m1.png
Drawn at 6 px/micron. Cells faint in the background.
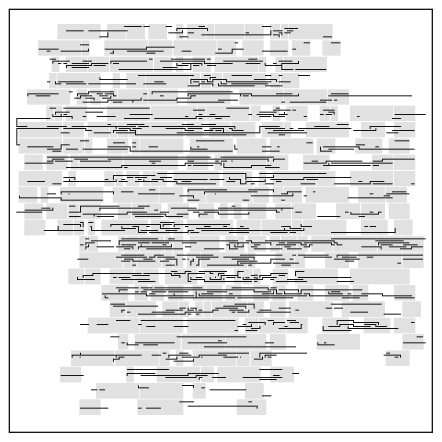
m2.png
Drawn at 6 px/micron.
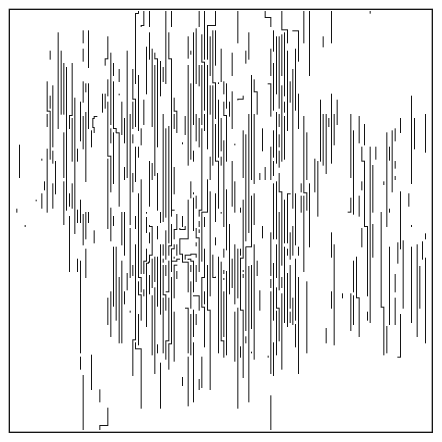
m3.png
Drawn at 4 px/micron. Cells faint in the background.
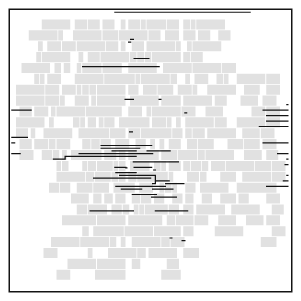
m4.png
Drawn at 4 px/micron. Cells faint in the background.
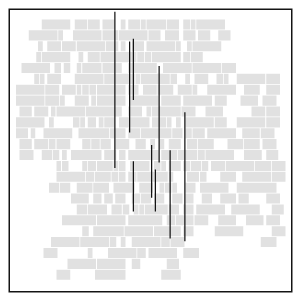
File: src/rtl/spi_pkg.sv
// Shared types and constants for the SPI responder.
package spi_pkg;

    typedef enum logic [2:0] {
        WAIT_CS,
        IDLE,
        CMD,
        DATA,
        DONE
    } state_t;

    localparam int unsigned FRAME_BITS = 16;
    localparam int unsigned ADDR_W     = 7;
    localparam int unsigned DATA_W     = 8;

    localparam logic RW_READ = 1'b1;

endpackage

File: src/rtl/spi_pin_sync.sv
// Synchronises sclk/mosi/cs_n into the clk domain and derives sclk edge events.
// Pin-to-event latency is SYNC_STAGES+1 clk cycles; mosi and cs_n are delayed
// by the same amount so they line up with the events.
module spi_pin_sync #(
    parameter int unsigned SYNC_STAGES = 2
) (
    input  logic i_clk,
    input  logic i_sclk,
    input  logic i_mosi,
    input  logic i_cs_n,
    output logic o_rise_evt,
    output logic o_fall_evt,
    output logic o_mosi,
    output logic o_cs_n
);

    logic [SYNC_STAGES-1:0] r_sclk_sync;
    logic [SYNC_STAGES-1:0] r_mosi_sync;
    logic [SYNC_STAGES-1:0] r_cs_sync;
    logic                   r_sclk_prev;
    logic                   r_rise;
    logic                   r_fall;
    logic                   r_mosi_d;
    logic                   r_cs_d;

    // Synchroniser chains and edge detection; left unreset so a reset taken
    // mid-frame still sees the true cs_n level when it is released.
    always_ff @(posedge i_clk) begin
        r_sclk_sync <= {r_sclk_sync[SYNC_STAGES-2:0], i_sclk};
        r_mosi_sync <= {r_mosi_sync[SYNC_STAGES-2:0], i_mosi};
        r_cs_sync   <= {r_cs_sync[SYNC_STAGES-2:0], i_cs_n};
        r_sclk_prev <= r_sclk_sync[SYNC_STAGES-1];
        r_rise      <= r_sclk_sync[SYNC_STAGES-1] & ~r_sclk_prev;
        r_fall      <= ~r_sclk_sync[SYNC_STAGES-1] & r_sclk_prev;
        r_mosi_d    <= r_mosi_sync[SYNC_STAGES-1];
        r_cs_d      <= r_cs_sync[SYNC_STAGES-1];
    end

    assign o_rise_evt = r_rise;
    assign o_fall_evt = r_fall;
    assign o_mosi     = r_mosi_d;
    assign o_cs_n     = r_cs_d;

endmodule

File: src/rtl/spi_responder.sv
// SPI mode-3 responder: 16-bit frames {rw, addr[6:0], data[7:0]}.
// Exports command and write strobes; shifts user read data out on miso.
module spi_responder
    import spi_pkg::*;
#(
    parameter int unsigned SYNC_STAGES = 2,
    parameter logic        MISO_IDLE   = 1'b1
) (
    input  logic                clk,
    input  logic                rst,
    input  logic                sclk,
    input  logic                mosi,
    input  logic                cs_n,
    output logic                miso,
    output logic                miso_oe,
    output logic                cmd_valid,
    output logic                cmd_rw,
    output logic [ADDR_W-1:0]   cmd_addr,
    input  logic [DATA_W-1:0]   rd_data,
    output logic                wr_valid,
    output logic [DATA_W-1:0]   wr_data,
    output logic                frame_err
);

    localparam logic [3:0] CMD_LAST   = 4'(FRAME_BITS - DATA_W - 1);
    localparam logic [3:0] FRAME_LAST = 4'(FRAME_BITS - 1);

    logic w_rise;
    logic w_fall;
    logic w_mosi;
    logic w_cs_n;

    state_t              r_state, w_state_nxt;
    logic [3:0]          r_cnt, w_cnt_nxt;
    logic [DATA_W-2:0]   r_rx, w_rx_nxt;
    logic [DATA_W-1:0]   r_tx, w_tx_nxt;
    logic                r_tx_loaded, w_tx_loaded_nxt;
    logic                r_miso, w_miso_nxt;
    logic                r_miso_oe, w_miso_oe_nxt;
    logic                r_cmd_valid, w_cmd_valid_nxt;
    logic                r_cmd_rw, w_cmd_rw_nxt;
    logic [ADDR_W-1:0]   r_cmd_addr, w_cmd_addr_nxt;
    logic                r_wr_valid, w_wr_valid_nxt;
    logic [DATA_W-1:0]   r_wr_data, w_wr_data_nxt;
    logic                r_frame_err, w_frame_err_nxt;
    logic [DATA_W-1:0]   w_rx_byte;

    spi_pin_sync #(
        .SYNC_STAGES(SYNC_STAGES)
    ) u_sync (
        .i_clk      (clk),
        .i_sclk     (sclk),
        .i_mosi     (mosi),
        .i_cs_n     (cs_n),
        .o_rise_evt (w_rise),
        .o_fall_evt (w_fall),
        .o_mosi     (w_mosi),
        .o_cs_n     (w_cs_n)
    );

    // Byte completed by the current rise event.
    assign w_rx_byte = {r_rx, w_mosi};

    // State register.
    always_ff @(posedge clk) begin
        if (!rst) r_state <= WAIT_CS;
        else      r_state <= w_state_nxt;
    end

    // Next-state, shift/count and output decode.
    always_comb begin
        w_state_nxt     = r_state;
        w_cnt_nxt       = r_cnt;
        w_rx_nxt        = r_rx;
        w_tx_nxt        = r_tx;
        w_tx_loaded_nxt = r_tx_loaded;
        w_miso_nxt      = r_miso;
        w_miso_oe_nxt   = r_miso_oe;
        w_cmd_rw_nxt    = r_cmd_rw;
        w_cmd_addr_nxt  = r_cmd_addr;
        w_wr_data_nxt   = r_wr_data;
        w_cmd_valid_nxt = 1'b0;
        w_wr_valid_nxt  = 1'b0;
        w_frame_err_nxt = 1'b0;

        case (r_state)
            WAIT_CS: begin
                if (w_cs_n) w_state_nxt = IDLE;
            end
            IDLE: begin
                if (!w_cs_n) begin
                    w_miso_oe_nxt   = 1'b1;
                    w_miso_nxt      = MISO_IDLE;
                    w_cnt_nxt       = '0;
                    w_tx_loaded_nxt = 1'b0;
                    w_state_nxt     = CMD;
                end
            end
            CMD: begin
                if (w_cs_n) begin
                    w_frame_err_nxt = 1'b1;
                    w_miso_oe_nxt   = 1'b0;
                    w_miso_nxt      = MISO_IDLE;
                    w_state_nxt     = IDLE;
                end else begin
                    if (w_fall) w_miso_nxt = 1'b0;
                    if (w_rise) begin
                        w_rx_nxt  = w_rx_byte[DATA_W-2:0];
                        w_cnt_nxt = r_cnt + 4'd1;
                        if (r_cnt == CMD_LAST) begin
                            w_cmd_rw_nxt    = w_rx_byte[DATA_W-1];
                            w_cmd_addr_nxt  = w_rx_byte[ADDR_W-1:0];
                            w_cmd_valid_nxt = 1'b1;
                            w_state_nxt     = DATA;
                        end
                    end
                end
            end
            DATA: begin
                // The last rise wins over a simultaneous cs_n release.
                if (w_rise && r_cnt == FRAME_LAST) begin
                    if (r_cmd_rw != RW_READ) begin
                        w_wr_data_nxt  = w_rx_byte;
                        w_wr_valid_nxt = 1'b1;
                    end
                    w_state_nxt = DONE;
                end else if (w_cs_n) begin
                    w_frame_err_nxt = 1'b1;
                    w_miso_oe_nxt   = 1'b0;
                    w_miso_nxt      = MISO_IDLE;
                    w_state_nxt     = IDLE;
                end else begin
                    if (w_rise) begin
                        w_rx_nxt  = w_rx_byte[DATA_W-2:0];
                        w_cnt_nxt = r_cnt + 4'd1;
                    end
                    if (w_fall) begin
                        if (!r_tx_loaded) begin
                            w_tx_loaded_nxt = 1'b1;
                            w_tx_nxt        = {rd_data[DATA_W-2:0], 1'b0};
                            w_miso_nxt      = (r_cmd_rw == RW_READ) ? rd_data[DATA_W-1] : 1'b0;
                        end else begin
                            w_tx_nxt   = {r_tx[DATA_W-2:0], 1'b0};
                            w_miso_nxt = (r_cmd_rw == RW_READ) ? r_tx[DATA_W-1] : 1'b0;
                        end
                    end
                end
            end
            DONE: begin
                if (w_cs_n) begin
                    w_miso_oe_nxt = 1'b0;
                    w_miso_nxt    = MISO_IDLE;
                    w_state_nxt   = IDLE;
                end
            end
            default: w_state_nxt = WAIT_CS;
        endcase
    end

    // Datapath and output registers.
    always_ff @(posedge clk) begin
        if (!rst) begin
            r_cnt       <= '0;
            r_rx        <= '0;
            r_tx        <= '0;
            r_tx_loaded <= 1'b0;
            r_miso      <= MISO_IDLE;
            r_miso_oe   <= 1'b0;
            r_cmd_valid <= 1'b0;
            r_cmd_rw    <= 1'b0;
            r_cmd_addr  <= '0;
            r_wr_valid  <= 1'b0;
            r_wr_data   <= '0;
            r_frame_err <= 1'b0;
        end else begin
            r_cnt       <= w_cnt_nxt;
            r_rx        <= w_rx_nxt;
            r_tx        <= w_tx_nxt;
            r_tx_loaded <= w_tx_loaded_nxt;
            r_miso      <= w_miso_nxt;
            r_miso_oe   <= w_miso_oe_nxt;
            r_cmd_valid <= w_cmd_valid_nxt;
            r_cmd_rw    <= w_cmd_rw_nxt;
            r_cmd_addr  <= w_cmd_addr_nxt;
            r_wr_valid  <= w_wr_valid_nxt;
            r_wr_data   <= w_wr_data_nxt;
            r_frame_err <= w_frame_err_nxt;
        end
    end

    assign miso      = r_miso;
    assign miso_oe   = r_miso_oe;
    assign cmd_valid = r_cmd_valid;
    assign cmd_rw    = r_cmd_rw;
    assign cmd_addr  = r_cmd_addr;
    assign wr_valid  = r_wr_valid;
    assign wr_data   = r_wr_data;
    assign frame_err = r_frame_err;

endmodule

File: config.mk
export PLATFORM = sky130hd
export DESIGN_NAME = spi_responder
export DESIGN_NICKNAME = d
export VERILOG_FILES = /design/src/rtl/spi_pkg.sv /design/src/rtl/spi_pin_sync.sv /design/src/rtl/spi_responder.sv
export SDC_FILE = /design/constraint.sdc
export NUM_CORES = 1
export LEC_CHECK = 0
export ABC_AREA = 0
export CORE_UTILIZATION = 46
export CTS_CLUSTER_DIAMETER = 50
export DETAILED_ROUTE_END_ITERATION = 12
export PLACE_DENSITY = 0.83
export SETUP_SLACK_MARGIN = 0.1
export SLEW_MARGIN = 20
export SYNTH_ARGS = -nofsm -noshare
export SYNTH_HDL_FRONTEND = slang
export SYNTH_SLANG_ARGS = --single-unit
File: constraint.sdc
create_clock -name clk -period 1.4 [get_ports clk]
set_input_delay 0.28 -clock clk [delete_from_list [all_inputs] [get_ports clk]]
set_output_delay 0.28 -clock clk [all_outputs]
set_load 0.01 [all_outputs]
==> results.cfg <==
; flow metrics
[layout]
layout.nets = 284
area_growth_pct = 38.6
sh_comb_area = 0.369
seq_area_sq_um = 1100
nonClockInverterCount = 3
largestClassByArea = logic gates
sequential_cell_total = 54
layoutNonFillerInstCount = 323
n_antenna_cell = 0

[run_status]
violations = negative setup slack
status = finished, violations left

[sta]
setup_ws_ns = -0.0343
setup_viol = 4
fmax_mhz = 697
tightest_slew_ns = 0.423
fin_crit_ns = 1.43
rsz0062_at_grt = true

[logic_synthesis]
syn_area_sq_um = 2140
avgSynthCellArea_sq_um = 10.0
synthCells = 214
synth_warnings = 0

[place]
dpl_cell_area_sq_um = 2660
routabilityCongestion = 0.903

[clock_network]
ctsHtreeMaxLevel = 2
cts-resized-gates = 53
cts_tree = yes
clk_pin_slew_worst_paths_ns = 0.10
numCtsBuffers = 5

[job]
max-cap-violations = 0

[power]
p_leak_nw = 1.29
power.density_nw_per_um2 = 904

[floorplan]
core_sq_um = 4410
chip_area_sq_um = 4940
rows = 24

[critical_path]
required_ns = 1.61
rr_worst_depth = 7
crit_path_end = r_rx[0]$_SDFFE_PN0P_
rrSetupSlack_ns = -0.03
critPathArrivalTime_ns = 1.64

[global_routing]
grt_max_degree = 18
grt_pass1_wl_microns = 8910
-- m1.png (at the start) --
main direction: horizontal
nets with wire on the layer: 266
wire length on this layer: 2280 microns
longest straight run: 27.1 microns
total wire length: 5600 microns
global routing usage on met1: 0.277
routed vias: 1857

-- m2.png (at the start) --
share of all routed wire: 51%
longest straight run: 29.2 microns
met2 Usage GRT: 0.386

-- m3.png (at the start) --
wire length on this layer: 299 microns
main direction: horizontal
met3 Use GR: 0.0505

-- m4.png (at the start) --
main direction: vertical
wire length on this layer: 189 microns
longest straight run: 38.8 microns
nets with wire on the layer: 8
share of all routed wire: 3.4%

how the worst min path moves through the flow:
stage                                  start                             to  slack [ns]  cells past startpoint
2_1_floorplan                           cs_n    u_sync.r_cs_sync[0]$_DFF_P_        0.31                      0
3_3_place_gp   u_sync.r_sclk_sync[0]$_DFF_P_  u_sync.r_sclk_sync[1]$_DFF_P_        0.31                      0
3_5_place_dp     u_sync.r_cs_sync[0]$_DFF_P_    u_sync.r_cs_sync[1]$_DFF_P_        0.31                      0
4_1_cts          u_sync.r_cs_sync[1]$_DFF_P_          u_sync.o_cs_n$_DFF_P_        0.33                      0
5_1_grt          u_sync.r_cs_sync[0]$_DFF_P_    u_sync.r_cs_sync[1]$_DFF_P_        0.34                      0
6_report       u_sync.r_sclk_sync[0]$_DFF_P_  u_sync.r_sclk_sync[1]$_DFF_P_        0.33                      0
through the flow:
stage | setup WS [ns] | hold slack, ns | util | power, mW
2_1_floorplan | 0.0695 | 0.308 | - | 1.70
3_3_place_gp | -0.0566 | 0.310 | 0.603 | 1.78
3_5_place_dp | -0.0962 | 0.312 | 0.603 | 1.78
4_1_cts | -0.0167 | 0.333 | 0.670 | 2.70
5_1_grt | -0.0824 | 0.341 | 0.673 | 2.80
6_report | -0.0343 | 0.333 | 0.673 | 2.69
report_power, final:
group / switching [mW] / total, mW / internal (mW)
sequential: 0.0206 / 1.58 / 1.56
combinational: 0.0992 / 0.191 / 0.0920
clock: 0.511 / 0.919 / 0.408
total: 0.631 / 2.69 / 2.06
cells by family (layout without fill, tap and decap cells):
| kind of cell | Yosys count | after routing | synth area share |
|---|---|---|---|
| buffers and inverters | 17 | 72 | 0.0461 |
| multiplexers | 23 | 23 | 0.108 |
| adder cells (fa/ha/maj) | 1 | 1 | 0.00584 |
| flip-flops | 54 | 54 | 0.504 |
| AND/OR/NAND/NOR | 80 | 82 | 0.198 |
| AND-OR/OR-AND | 39 | 39 | 0.138 |
cell usage after synthesis, types with 2 or more instances:
cell type	instances	area, sq um
a211oi_1	3	22.5
a211oi_2	6	75.1
a21oi_1	4	20.0
a31oi_1	3	18.8
and4_1	4	35.0
buf_2	6	30.0
clkbuf_1	4	15.0
dfxtp_1	54	1080
mux2i_1	22	220
nand2_1	16	60.1
nand2b_1	3	18.8
nand3_1	9	45.0
nand4_1	2	12.5
nand4b_1	2	17.5
nor2_1	29	109
nor2_2	2	12.5
nor2b_1	3	18.8
nor3_1	4	20.0
o21ai_0	2	10.0
o21ai_1	11	55.1
sequential cells by signal, indices dropped and copies added (netlist names), 2 cells and up:
name and count:
u_sync.r_mosi_sync 2, wr_data 8, r_state 3, r_rx 7, r_cnt 4, u_sync.r_cs_sync 2
u_sync.r_sclk_sync 2, cmd_addr 7, r_tx 7
critical path, delay by kind of cell, from the launching register on:
family | cells | cell delay, ns
simple gates | 3 | 0.37
flops | 1 | 0.37
buf+inv | 2 | 0.23
mux | 1 | 0.21
fa+ha+maj | 1 | 0.16
metal layers:
layer,vias to the layer above,share of wire,GRT usage
li1,878,-,-
met1,892,0.41,0.277
met2,67,0.51,0.386
met3,20,0.053,0.0505
met4,0,0.034,0.118
met5,-,0,0
Power and IR drop assume default switching activity.
